$ cat src/rtl/mdu_issue.sv
// Issue/sequencing stage in front of the RV64M mul/div engine: operand prep, local div corner cases, result hold.
// Optional watchdog in WAIT is enabled by defining MDU_ISSUE_TIMEOUT_EN.
module mdu_issue #(
  parameter int XLEN           = 64,
  parameter int TIMEOUT_CYCLES = 128
) (
  input  logic            clock,
  input  logic            reset,
  input  logic            flush,
  input  logic            in_valid,
  output logic            in_ready,
  input  logic [3:0]      in_op,
  input  logic [XLEN-1:0] in_src1,
  input  logic [XLEN-1:0] in_src2,
  output logic            eng_req_valid,
  input  logic            eng_req_ready,
  output logic [2:0]      eng_op,
  output logic [XLEN-1:0] eng_src1,
  output logic [XLEN-1:0] eng_src2,
  input  logic            eng_resp_valid,
  input  logic [XLEN-1:0] eng_resp_data,
  output logic            eng_flush,
  output logic            out_valid,
  input  logic            out_ready,
  output logic [XLEN-1:0] out_data,
  output logic            out_err
);

  localparam logic [1:0] IDLE  = 2'd0;
  localparam logic [1:0] ISSUE = 2'd1;
  localparam logic [1:0] WAIT  = 2'd2;
  localparam logic [1:0] DONE  = 2'd3;

  function automatic logic [XLEN-1:0] sext32(input logic [XLEN-1:0] x);
    return {{(XLEN-32){x[31]}}, x[31:0]};
  endfunction

  function automatic logic [XLEN-1:0] zext32(input logic [XLEN-1:0] x);
    return {{(XLEN-32){1'b0}}, x[31:0]};
  endfunction

  logic [1:0]      state_q, state_d;
  logic [3:0]      op_q, op_d;
  logic [XLEN-1:0] src1_q, src1_d, src2_q, src2_d;
  logic [XLEN-1:0] out_data_q, out_data_d;
  logic            out_err_q, out_err_d;
  logic            timeout_fire;

  // Decode of the incoming op: bit 3 = W variant, bit 2 = divide family,
  // bit 1 = remainder, bit 0 = unsigned (for the divide family).
  logic            in_w, in_zext, in_rsvd, in_div, in_rem, in_signed;
  logic            div_zero, sgn_ovf, bypass, accept;
  logic [XLEN-1:0] src1_pre, src2_pre, bypass_pre, bypass_res, resp_post;

  always_comb begin
    in_w      = in_op[3];
    in_zext   = in_op[3] & in_op[0];
    in_rsvd   = in_op[3] & ~in_op[2] & (in_op[1:0] != 2'b00);
    in_div    = in_op[2];
    in_rem    = in_op[1];
    in_signed = ~in_op[0];
    src1_pre  = in_src1;
    src2_pre  = in_src2;
    if (in_w) begin
      src1_pre = in_zext ? zext32(in_src1) : sext32(in_src1);
      src2_pre = in_zext ? zext32(in_src2) : sext32(in_src2);
    end
    div_zero = in_div & (src2_pre == '0);
    sgn_ovf  = in_div & in_signed &
               (in_w ? ((in_src1[31:0] == 32'h8000_0000) && (in_src2[31:0] == 32'hFFFF_FFFF))
                     : ((in_src1 == {1'b1, {(XLEN-1){1'b0}}}) && (&in_src2)));
    bypass   = in_rsvd | div_zero | sgn_ovf;
    // Divide-by-zero: quotient all ones, remainder = dividend.
    // Overflow: quotient = dividend, remainder = 0.
    if (div_zero) bypass_pre = in_rem ? src1_pre : '1;
    else          bypass_pre = in_rem ? '0 : src1_pre;
    if (in_rsvd)   bypass_res = '0;
    else if (in_w) bypass_res = sext32(bypass_pre);
    else           bypass_res = bypass_pre;
    resp_post = op_q[3] ? sext32(eng_resp_data) : eng_resp_data;
    accept    = in_valid & (state_q == IDLE) & ~flush;
  end

  always_comb begin
    state_d    = state_q;
    op_d       = op_q;
    src1_d     = src1_q;
    src2_d     = src2_q;
    out_data_d = out_data_q;
    out_err_d  = out_err_q;
    case (state_q)
      IDLE: begin
        if (accept) begin
          op_d   = in_op;
          src1_d = src1_pre;
          src2_d = src2_pre;
          if (bypass) begin
            out_data_d = bypass_res;
            state_d    = DONE;
          end else begin
            state_d = ISSUE;
          end
        end
      end
      ISSUE: if (eng_req_ready) state_d = WAIT;
      WAIT: begin
        if (eng_resp_valid) begin
          out_data_d = resp_post;
          state_d    = DONE;
        end else if (timeout_fire) begin
          out_data_d = '0;
          out_err_d  = 1'b1;
          state_d    = DONE;
        end
      end
      DONE: begin
        if (out_ready) begin
          out_err_d = 1'b0;
          state_d   = IDLE;
        end
      end
      default: state_d = IDLE;
    endcase
    if (flush) begin
      out_err_d = 1'b0;
      state_d   = IDLE;
    end
  end

  always_ff @(posedge clock) begin
    if (reset) begin
      state_q    <= IDLE;
      op_q       <= '0;
      src1_q     <= '0;
      src2_q     <= '0;
      out_data_q <= '0;
      out_err_q  <= 1'b0;
    end else begin
      state_q    <= state_d;
      op_q       <= op_d;
      src1_q     <= src1_d;
      src2_q     <= src2_d;
      out_data_q <= out_data_d;
      out_err_q  <= out_err_d;
    end
  end

`ifdef MDU_ISSUE_TIMEOUT_EN
  logic [7:0] cnt_q, cnt_d;

  always_comb begin
    cnt_d        = cnt_q;
    timeout_fire = (state_q == WAIT) & ~eng_resp_valid & (cnt_q == 8'(TIMEOUT_CYCLES - 1));
    if (state_q == ISSUE)     cnt_d = '0;
    else if (state_q == WAIT) cnt_d = cnt_q + 8'd1;
  end

  always_ff @(posedge clock) begin
    if (reset) cnt_q <= '0;
    else       cnt_q <= cnt_d;
  end

  assign out_err = out_err_q;
`else
  assign timeout_fire = 1'b0;
  assign out_err      = 1'b0;
`endif

  assign in_ready      = (state_q == IDLE);
  assign eng_req_valid = (state_q == ISSUE);
  assign eng_op        = op_q[2:0];
  assign eng_src1      = src1_q;
  assign eng_src2      = src2_q;
  assign eng_flush     = (flush & ((state_q == ISSUE) | (state_q == WAIT))) | timeout_fire;
  assign out_valid     = (state_q == DONE);
  assign out_data      = out_data_q;

endmodule

$ cat config.mk
export PLATFORM = sky130hd
export DESIGN_NAME = mdu_issue
export DESIGN_NICKNAME = d
export VERILOG_FILES = /design/src/rtl/mdu_issue.sv
export SDC_FILE = /design/constraint.sdc
export NUM_CORES = 1
export LEC_CHECK = 0
export CAP_MARGIN = 20
export CORE_ASPECT_RATIO = 0.5
export CORE_MARGIN = 4
export CORE_UTILIZATION = 43
export CTS_CLUSTER_SIZE = 25
export DETAILED_ROUTE_END_ITERATION = 16
export GPL_TIMING_DRIVEN = 0
export PLACE_DENSITY = 0.86
export SYNTH_ARGS = -nofsm -noshare
export SYNTH_HDL_FRONTEND = slang
export SYNTH_SLANG_ARGS = --single-unit
$ cat constraint.sdc
create_clock -name clock -period 2.9 [get_ports clock]
set_clock_uncertainty 0.2 [all_clocks]
set_input_delay 0.725 -clock clock [delete_from_list [all_inputs] [get_ports clock]]
set_output_delay 0.725 -clock clock [all_outputs]
set_load 0.05 [all_outputs]
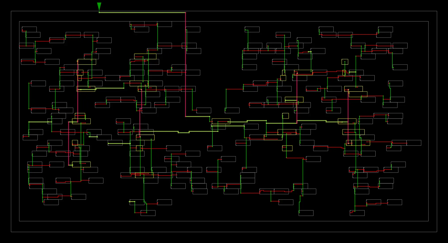
(images/clock_nets.png)
Power Clock: 2400 uW
Flop Count: 198
clk_lat worst skew: 430 ps
Clock Sinks: 198
TritonCTS buffer count: 17

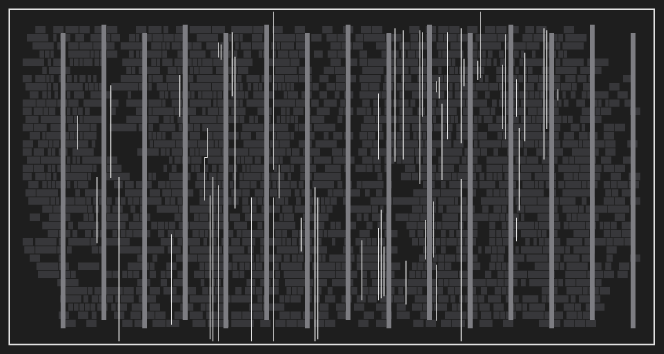
(images/m4.png)
Drawn at 3 px/um. Supply wires on this layer in gray. Cells faint in the background.
share of all routed wire: 3.4%
longest straight run: 54.4 um
main direction: vertical
drt total wl: 42200 um
DR vias: 10800

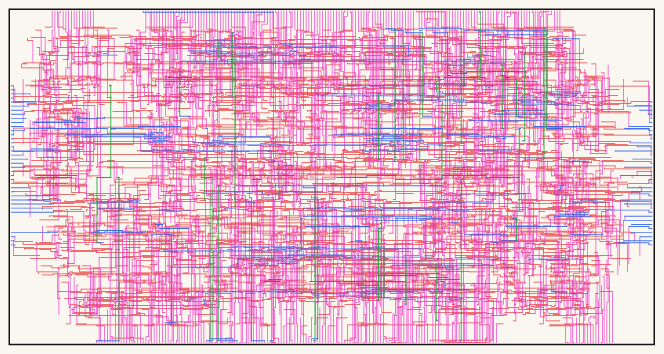
(images/layers.png)
Drawn at 3 px/um.
| color | layer | wire length |
|---|---|---|
| red | M1 | 17000 um |
| blue | M3 | 3440 um |
| green | M4 | 1440 um |
| magenta | M2 | 20.3 mm |

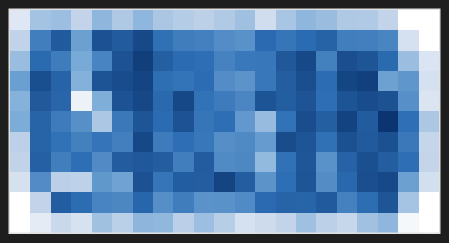
(images/util_map.png)
Drawn at 2 px/um. 21 x 11 tiles, from white (low) to dark blue (high), 0 to 100% covered.
fullest tile: 98%
nearly empty tiles: 3.0%
tiles over 75% full: 38%
mean over tiles: 61%

==> impl_metrics.tcl <==
# flow metrics
set metrics [dict create \
    r2r_end "out_data[50]$_SDFFE_PP0P_" \
    rows 37 \
    overflow 0 \
    arrival_ps 3000 \
    syn-num-nets 1335 \
    grt_usage_pct 32.8 \
    slew_headroom_pct 51.6 \
    flop_cell "dfxtp_1" \
    r2r-start "state_q[0]$_SDFFE_PP0P_" \
    cp_slowest_cell "clkdlybuf4s50_1" \
    outcome "finished with violations" \
    whs_ps 257 \
    period_used_pct 101 \
    synthesis.area_um2 9170 \
    synth_stat.cells 1128 \
    ir_worst_vdd_mv 0.391 \
    buffers 524 \
    yosysWarningCount 0 \
    antenna_cells 3 \
    route.detailed.drc 0 \
    dr.pass1.iters 6 \
    finalHoldViolCount 0 \
    timing_worst_setup_path_type "in2reg" \
    yosysTopAreaCell "dfxtp_1" \
    critPathRequiredTime_ps 2980 \
    finalSetupViolCount 7 \
    final_util_pct 71.6 \
    fp_util_pct 44.2 \
    p_total_uw 7730 \
    seq_share_pct 26.7 \
    violations "setup timing" \
    synthTopCellsByCount "198 x a21oi_1, 198 x dfxtp_1, 159 x nand2_1" \
    comb_area_um2 5070 \
    worst_slack_ps -15.3 \
    grt_pass1_vias 10400 \
    largest_cell_class "multi-input combinational cells" \
    synth-compound-area-share_pct 29.6 \
    crit_fanout 5 \
    layout.nonclk_buf_share_pct 32.7 \
]
[flip-flops by register name, indices dropped and copies added (netlist names)]
signal,cells
eng_src1,64
eng_src2,64
out_data,64
op_q,4
state_q,2
[critical path, delay by kind of cell]
| kind | cells | cell delay, ps |
|---|---|---|
| buffers and inverters | 3 | 820 |
| AND-OR/OR-AND | 3 | 580 |
| AND/OR/NAND/NOR | 4 | 900 |
[metrics by stage]
step / setup WS [ps] / instances
finish: -15.3 / 1851
global placement: -1040 / 1801
detailed placement: -1110 / 1801
floorplan: 138 / 1128
global route: -40.4 / 1851
CTS: 8.93 / 1843
[repair_timing]
action                     in CTS  in global routing
pin swaps                      38                 47
cloned                          2                  1
setup endpoints to repair      77                 77
resized                       142                122
buffers inserted                9                  4
[per-layer routing]
layer  global-route usage (%)  part of all wire [%]  vias to the layer above
met3                     6.11                   8.2                      111
li1                         -                     -                     4925
met2                     53.7                    48                      562
met1                     43.0                    40                     5215
met5                        0                     0                        -
met4                     13.2                   3.4                        0
[cell usage in the layout, fill, tap and decap left out, types with 6 or more instances in the layout]
cell type / n
nand2_1: 159
nor2_1: 8
buf_2: 8
a311oi_2: 29
nor4_2: 13
a311oi_1: 15
nand2b_1: 64
nor2b_1: 63
clkdlybuf4s50_1: 305
a221oi_1: 20
nand4_1: 19
clkbuf_2: 12
a211oi_1: 16
inv_1: 8
a21oi_1: 197
buf_8: 6
dlygate4sd2_1: 27
buf_4: 16
o21ai_0: 128
clkbuf_16: 18
buf_6: 8
clkbuf_4: 6
clkbuf_1: 73
dlymetal6s2s_1: 56
o21ai_1: 14
dfxtp_1: 198
nor4_4: 8
[where the power goes]
group	switching [uW]	total [uW]	internal (uW)	leakage (uW)
logic	1460	2310	855	0.00363
registers	114	3020	2900	0.00162
clock network	1080	2400	1320	0.000276
total	2650	7730	5080	0.00552
Power figures rest on the tool's default switching activity, not on a simulated workload.
